### config.mk
export PLATFORM = sky130hd
export DESIGN_NAME = shadow_flag_stack
export DESIGN_NICKNAME = d
export VERILOG_FILES = /design/src/rtl/shadow_flag_stack.sv
export SDC_FILE = /design/constraint.sdc
export NUM_CORES = 1
export LEC_CHECK = 0
export ABC_AREA = 1
export CORE_ASPECT_RATIO = 0.8
export CORE_MARGIN = 4
export CORE_UTILIZATION = 30
export CTS_BUF_LIST = sky130_fd_sc_hd__clkbuf_8
export CTS_CLUSTER_DIAMETER = 30
export DETAILED_ROUTE_END_ITERATION = 10
export PLACE_DENSITY_LB_ADDON = 0.08
export RECOVER_POWER = 25
export SYNTH_ARGS = -nofsm -noshare
export SYNTH_HDL_FRONTEND = slang
export SYNTH_SLANG_ARGS = --single-unit
### constraint.sdc
create_clock -name Clk -period 2 [get_ports Clk]
set_input_delay 0.3 -clock Clk [delete_from_list [all_inputs] [get_ports Clk]]
set_output_delay 0.3 -clock Clk [all_outputs]
set_load 0.01 [all_outputs]
### src/rtl/shadow_flag_stack.sv
// ---------------------------------------------------------------------------
// shadow_flag_stack
//   Save side of the flag shadow path. On exception entry the live N/Z/C/V
//   flags are pushed into a small LIFO; the top entry is presented inverted
//   to the per-flag registers, which load it on the exception-return cycle
//   (the same cycle the entry is popped). Nested exceptions are supported up
//   to DEPTH levels; overflow/underflow attempts raise sticky error flags.
//
// Parameters
//   DEPTH  number of shadow entries (2..8)
//   PTR_W  occupancy counter width, 2**PTR_W > DEPTH
//
// Ports
//   Clk            system clock, rising edge
//   notClk         complement of Clk (reserved for the dff cell library)
//   notReset       synchronous active-low reset
//   F_N/F_Z/F_C/F_V live flags, true polarity
//   PR_Enter       exception entry: push live flags
//   PR_Ex          exception return: pop (flag registers consume the top)
//   notShadowF_*   inverted top-of-stack flags, 1 when empty
//   Depth          occupancy 0..DEPTH
//   Empty / Full   occupancy status
//   ErrOverflow    sticky: push attempted while full
//   ErrUnderflow   sticky: pop attempted while empty
// ---------------------------------------------------------------------------
module shadow_flag_stack #(
    parameter int unsigned DEPTH = 4,
    parameter int unsigned PTR_W = 3
) (
    input  logic             Clk,
    input  logic             notClk,
    input  logic             notReset,
    input  logic             F_N,
    input  logic             F_Z,
    input  logic             F_C,
    input  logic             F_V,
    input  logic             PR_Enter,
    input  logic             PR_Ex,
    output logic             notShadowF_N,
    output logic             notShadowF_Z,
    output logic             notShadowF_C,
    output logic             notShadowF_V,
    output logic [PTR_W-1:0] Depth,
    output logic             Empty,
    output logic             Full,
    output logic             ErrOverflow,
    output logic             ErrUnderflow
);

    localparam logic [PTR_W-1:0] DEPTH_MAX = PTR_W'(DEPTH);
    localparam logic [PTR_W-1:0] ONE       = PTR_W'(1);

    // Entries are packed {N,Z,C,V}.
    logic [3:0]       entry [DEPTH];
    logic [PTR_W-1:0] depth_q;
    logic [PTR_W-1:0] depth_d;
    logic             ovf_q;
    logic             unf_q;

    logic             is_empty;
    logic             is_full;
    logic             wr_en;
    logic [PTR_W-1:0] wr_idx;
    logic [3:0]       wr_data;
    logic             set_ovf;
    logic             set_unf;
    logic [3:0]       top;

    // notClk only clocks the external dff cells; it carries no logic here.
    logic unused_notclk;
    assign unused_notclk = notClk;

    assign is_empty = (depth_q == '0);
    assign is_full  = (depth_q == DEPTH_MAX);
    assign wr_data  = {F_N, F_Z, F_C, F_V};

    // Operation decode: next depth, entry write enable/index, error sets.
    always_comb begin
        depth_d = depth_q;
        wr_en   = 1'b0;
        wr_idx  = '0;
        set_ovf = 1'b0;
        set_unf = 1'b0;
        if (PR_Enter && PR_Ex) begin
            // Swap: the old top is consumed this cycle and replaced in place.
            // With nothing to consume it degrades to a plain push.
            wr_en = 1'b1;
            if (is_empty) begin
                wr_idx  = '0;
                depth_d = ONE;
                set_unf = 1'b1;
            end else begin
                wr_idx = depth_q - ONE;
            end
        end else if (PR_Enter) begin
            if (is_full) begin
                set_ovf = 1'b1;
            end else begin
                wr_en   = 1'b1;
                wr_idx  = depth_q;
                depth_d = depth_q + ONE;
            end
        end else if (PR_Ex) begin
            if (is_empty) begin
                set_unf = 1'b1;
            end else begin
                depth_d = depth_q - ONE;
            end
        end
    end

    always_ff @(posedge Clk) begin
        if (!notReset) begin
            depth_q <= '0;
            ovf_q   <= 1'b0;
            unf_q   <= 1'b0;
            for (int unsigned i = 0; i < DEPTH; i++) begin
                entry[i] <= '0;
            end
        end else begin
            depth_q <= depth_d;
            if (set_ovf) ovf_q <= 1'b1;
            if (set_unf) unf_q <= 1'b1;
            for (int unsigned i = 0; i < DEPTH; i++) begin
                if (wr_en && (wr_idx == PTR_W'(i))) begin
                    entry[i] <= wr_data;
                end
            end
        end
    end

    // Top-of-stack select: entry[depth-1], zero when empty.
    always_comb begin
        top = '0;
        for (int unsigned i = 0; i < DEPTH; i++) begin
            if (depth_q == PTR_W'(i + 1)) begin
                top = entry[i];
            end
        end
    end

    assign {notShadowF_N, notShadowF_Z, notShadowF_C, notShadowF_V} =
        is_empty ? 4'b1111 : ~top;

    assign Depth        = depth_q;
    assign Empty        = is_empty;
    assign Full         = is_full;
    assign ErrOverflow  = ovf_q;
    assign ErrUnderflow = unf_q;

endmodule

==> run_results.csv, run 1 <==
group,metric,value,unit
critical_path,startpoint,"Depth[0]",
critical_path,cp-end-kind,"output port",
layout,post-route-util,39.63,%
sta,finalCriticalPeriod,1.851,ns
logic_synthesis,mux_area_share,0,%
power_and_ir_drop,pwr-share-comb,43.5,%
layout,final_area,1677,µm²
critical_path,cp.arrival,1.55,ns
critical_path,path_max_fanout,8,
layout,regMostFlops,"entry",
logic_synthesis,synth-seq-cells,21,
sta,holdWs,0.4634,ns
logic_synthesis,top_cells_by_count,"nor2_1 (35), nand2_1 (27), edfxtp_1 (16)",
critical_path,path_class,"flop to output port",
layout,flop_area,583.1,µm²
global_route,grt_pass1_vias,1101,
sta,setup_ws,0.1489,ns
worst_hold_path,holdPathStages,1,
routing,met1_length,1655,µm
floorplanning,dieWidth,82.30,µm
layout,logic_area,660.6,µm²
logic_synthesis,topCellsByArea,"edfxtp_1 (36%), nor2_1 (9.9%), nand2_1 (7.6%)",
placement,routabilityCongestion,0.8083,
layout,largest_reg_flops,16,
placement,placed_cells,238,
clocking,cts_sinks,21,
logic_synthesis,flop_cell,"edfxtp_1",
logic_synthesis,edf_count,16,
sta,fin_skew,0.005435,ns
power_and_ir_drop,total_power,0.001521,W
placement,place_ws,-0.06640,ns
global_route,grt_max_degree,13,
routing,drc,0,
logic_synthesis,yosysMostFrequentCell,"nor2_1",
routing,highest_layer,"met4",
critical_path,worstReg2RegStart,"Depth[0]",
power_and_ir_drop,combinationalPower,0.000662,W
logic_synthesis,synth-xor-area-share,0,%
logic_synthesis,ys_seq_share,43.81,%
layout,final_cells,242,
layout,nNonClkInverters,17,
worst_hold_path,hold_start,"ErrUnderflow",
sta,relSlewSlack,68.63,%
layout,comb-cell-share,39.40,%
clocking,cts_setup_buffers,0,
global_route,grt_antenna_before_repair,0,
outcome,status,"finished clean",
critical_path,slowest_stage,"dfxtp_2",
placement,dp_hpwl,2608,µm
power_and_ir_drop,cellInternalPower,0.0009464,W
layout,layout_top_cell,"nor2_1",
critical_path,r2r_cells,10,
power_and_ir_drop,switching_share,37.79,%
layout,num-nonclk-buffers,30,
clocking,cts-buffers-inserted,3,
global_route,gr-total-overflow,0,
clocking,cts_resized,13,
logic_synthesis,ys_sh_simple,38.05,%
critical_path,crit_family,"adder cells",
sta,finalSetupTns,0,ns
critical_path,critPathLaunchType,"flop",
layout,mostFrequentLayoutCells,"nor2_1 (34), nand2_1 (27), edfxtp_1 (16)",
sta,rsz0062_at_grt,"no",
floorplanning,tapCellCount,57,
logic_synthesis,synth_top_area_share,36.26,%
logic_synthesis,yosys.area_share.adder,5.666,%
critical_path,path_cells,"ha_1, ha_1, inv_2, nand3_1, a22oi_1, clkbuf_2",
sta,finalClockPeriodUsage,92.56,%
critical_path,crit_path_frequent_cell,"ha_1",
routing,antenna_left,0,
power_and_ir_drop,maxPowerGroup,"combinational cells",
worst_hold_path,hold_end,"ErrUnderflow",
logic_synthesis,synth_async_sr_flop_share,0,%
global_route,grt_pass1_wl,5368,µm
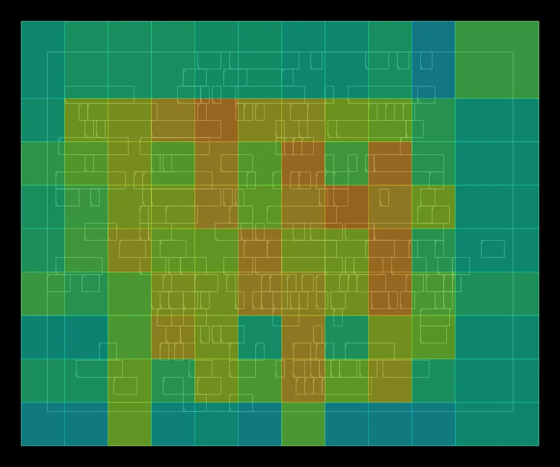
Run 1: congestion heat map
met2 Use GR: 20.00%
GRT met3 Usage: 2.800%

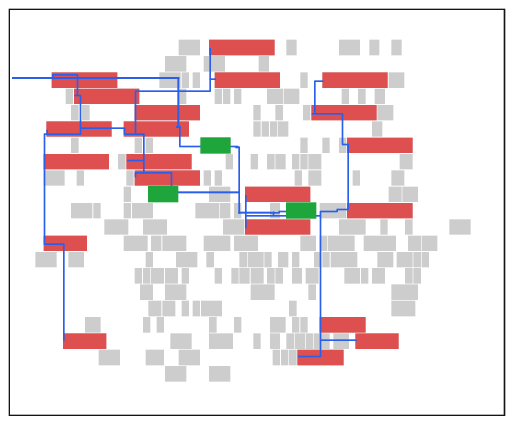
Run 1: clock distribution
Drawn at 6 px/µm.
clock wires -> blue  # length 284 µm
clock-net drivers -> green  # count 3
flip-flops -> red  # count 21
routed clock nets = 4
flops lie = widely spread
Clock power frac: 18.3%
P_clk: 0.000279 W
Worst-Skew Late Latency: 0.26 ns

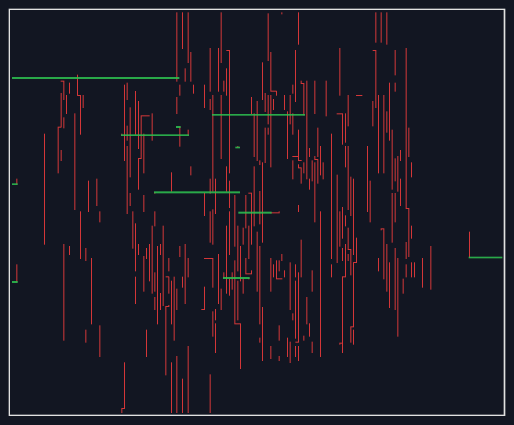
Run 1: routed metal, one colour a layer
Drawn at 6 px/µm. Only two layers are drawn.
M2 -> red  # wire length 1,470 µm
M3 -> green  # wire length 84.4 µm
GRT Util Overall: 13.13%
total length of routed wires: 3225 µm
vias: 1,142
wire per inst: 13.33 µm

## Run 2: what changed since run 1
- CORE_MARGIN: 4 -> 2
- DONT_BUFFER_PORTS: not set -> 1
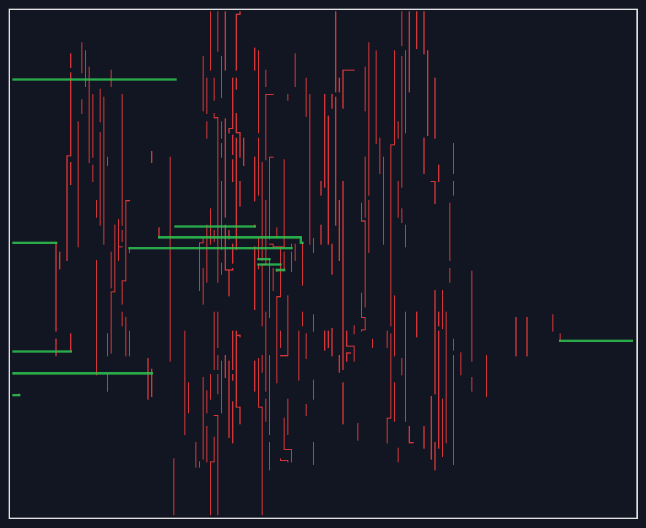
Run 2: routed metal, one colour a layer
Drawn at 8 px/µm. Only two layers are drawn.
M3 -> green  # wire length 113 µm
M2 -> red  # wire length 1,340 µm
total length of routed wires: 3045 µm
vias: 1,033

==> run 2 against run 1 <==
  * Combinational power decreased by 6.2%
  * First-iteration DRC count decreased by 8.6%
  * Power decreased by 3.3%
  * Clock-buffer cell count unchanged
  * Register-to-register slack got worse by 0.10 ns
  * Maximum frequency decreased by 2.1%
  * Sequential power decreased by 1%
  * Critical path type unchanged
  * Critical endpoint is now notShadowF_Z
  * Largest cell class unchanged
==> run_results.csv, run 2 <==
group,metric,value,unit
outcome,status,"finished clean",
clocking,clkTransAtPathRegs,0.08,ns
global_route,grt-busiest-layer,"met2",
logic_synthesis,yosys.area_share.adder,5.666,%
placement,dpl-instance-area,1441,µm²
global_route,met1_usage,19.57,%
floorplanning,core,4204,µm²
clocking,htree_levels,1,
floorplanning,chipArea,4967,µm²
logic_synthesis,syn_area_per_cell,8.604,µm²
power_and_ir_drop,ir_drop,0.3465,mV
layout,mostFrequentLayoutCells,"nor2_1 (33), nand2_1 (27), edfxtp_1 (16)",
clocking,ctsHoldBuffers,0,
layout,final-clk-cell-share,2.894,%
clocking,cts_root_buf,"clkbuf_8",
placement,port_buffers,0,
critical_path,path_class,"flop to output port",
critical_path,path_max_fanout,8,
global_route,grt_pass1_vias,1030,
layout,flop_area,583.1,µm²
power_and_ir_drop,combinationalPower,0.000621,W
global_route,grt_antenna_before_repair,0,
power_and_ir_drop,p_per_area,945.6,nW/µm²
placement,routabilityCongestion,0.7583,
layout,post-route-util,37.02,%
layout,logic_area,698.2,µm²
floorplanning,die_h,63.44,µm
critical_path,crit_family,"buffers and inverters",
logic_synthesis,synth_top_area_share,36.26,%
layout,num-clock-buffers,3,
global_route,grt_util_met2,20.80,%
logic_synthesis,synth-xor-area-share,0,%
critical_path,regToRegSetupSlack,0.14,ns
routing,drt_iter0_markers,64,
clocking,cts_sinks,21,
layout,final_cells,223,
critical_path,cp.depth,7,
floorplanning,tapCellCount,57,
sta,setup-violations-final,0,
logic_synthesis,postSynthCellCount,154,
logic_synthesis,top_cells_by_count,"nor2_1 (35), nand2_1 (27), edfxtp_1 (16)",
layout,drive_above_1_share,33.13,%
power_and_ir_drop,p_leak,0.6885,nW
clocking,clk_latency,0.26,ns
global_route,grtUsageMet3,3.725,%
clocking,cts_setup_buffers,0,
logic_synthesis,syn_area,1325,µm²
power_and_ir_drop,total_power,0.001472,W
sta,finalCriticalPeriod,1.891,ns
job,maxCapViolCount,0,
placement,place_ws,0.09647,ns
critical_path,crit_path_end,"notShadowF_Z",
layout,nNetsFinal,182,
logic_synthesis,edf_count,16,
routing,wl_per_cell,13.65,µm
global_route,grt_pass1_wl,5188,µm
logic_synthesis,ys_seq_share,43.81,%
job,warnings,32,
critical_path,path_cells,"buf_6, ha_2, ha_2, inv_4, nand3_2, a22oi_2, buf_4",
layout,fillers,457,
critical_path,critical_path_required,1.70,ns
critical_path,cp.arrival,1.59,ns
layout,num-nonclk-buffers,11,
clocking,cts-buffers-inserted,3,
floorplanning,dieWidth,78.30,µm
logic_synthesis,ys_sh_simple,38.05,%
layout,comb-cell-share,44.86,%
logic_synthesis,ys_sh_aoi,5.760,%
routing,routed-wl-met2,1341,µm
logic_synthesis,synth_warnings,0,
sta,holdWs,0.1568,ns
critical_path,startpoint,"Depth[1]",
sta,maxSlewViolCount,0,
layout,largest_reg_flops,16,
critical_path,worstReg2RegStart,"Depth[1]",
floorplanning,ioPinCount,20,
logic_synthesis,synth_async_sr_flop_share,0,%
logic_synthesis,top_logic_kind,"simple AND/OR/NAND/NOR gates",
critical_path,critical_path.max_stage_delay,0.34,ns
critical_path,r2r_cells,9,
floorplanning,row_count,21,
worst_hold_path,hold_class,"primary input to flop",
routing,drc,0,
critical_path,critPathLaunchType,"flop",
power_and_ir_drop,maxPowerGroup,"combinational cells",
logic_synthesis,synth-seq-cells,21,
logic_synthesis,yosysChipArea,1325,µm²
layout,layout_top_cell,"nor2_1",
logic_synthesis,synthesis.nets,169,
layout,buf_share,5.788,%
routing,wl_met3,113,µm
global_route,gr-total-overflow,0,
clocking,cts_tree,"done",
logic_synthesis,topCellsByArea,"edfxtp_1 (36%), nor2_1 (9.9%), nand2_1 (7.6%)",
critical_path,cp-end-kind,"output port",
sta,relSlewSlack,84.89,%
global_route,track_usage,13.57,%
global_route,grt_max_degree,14,
clocking,cts_resized,8,
layout,area_growth,17.47,%
worst_hold_path,hold_end,"Depth[2]",
sta,setup_ws,0.1087,ns
layout,regMostFlops,"entry",
critical_path,crit_path_frequent_cell,"ha_2",
layout,logic_gates,113,
power_and_ir_drop,pwr-share-comb,42.2,%
routing,antenna_left,0,
power_and_ir_drop,p_seq_share,39.0,%
sta,rsz0062_at_grt,"yes",
sta,worstMarginPinSlew,0.2258,ns
placement,placed_cells,217,
clocking,clockBufferDepth,2,
power_and_ir_drop,cellInternalPower,0.0009089,W
logic_synthesis,yosysUniqueCellTypes,26,
sta,finalClockPeriodUsage,94.57,%
floorplanning,fp_util,31.52,%
critical_path,r2r_end,"entry[0][1]",
worst_hold_path,holdPathStages,2,
layout,final_area,1556,µm²
layout,seq_share,37.46,%
placement,dp_hpwl,2380,µm
layout,nNonClkInverters,17,
sta,finalSetupTns,0,ns
routing,highest_layer,"met4",
critical_path,slowest_stage,"dfxtp_2",
worst_hold_path,hold_start,"notReset",
logic_synthesis,flop_cell,"edfxtp_1",
logic_synthesis,mux_area_share,0,%
routing,met1_length,1572,µm
critical_path,path_buffers,3,
power_and_ir_drop,switching_share,38.25,%
logic_synthesis,yosysMostFrequentCell,"nor2_1",
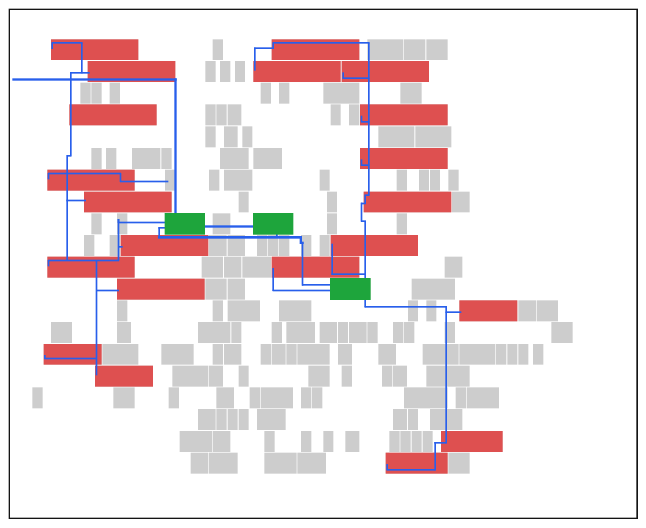
Run 2: clock distribution
Drawn at 8 px/µm.
clock wires -> blue  # length 304 µm
clock-net drivers -> green  # count 3
flip-flops -> red  # count 21
routed clock nets = 4
Clock power frac: 18.8%
P_clk: 0.000277 W
Clock Skews: 0.005886 ns

Power and IR drop assume default switching activity.
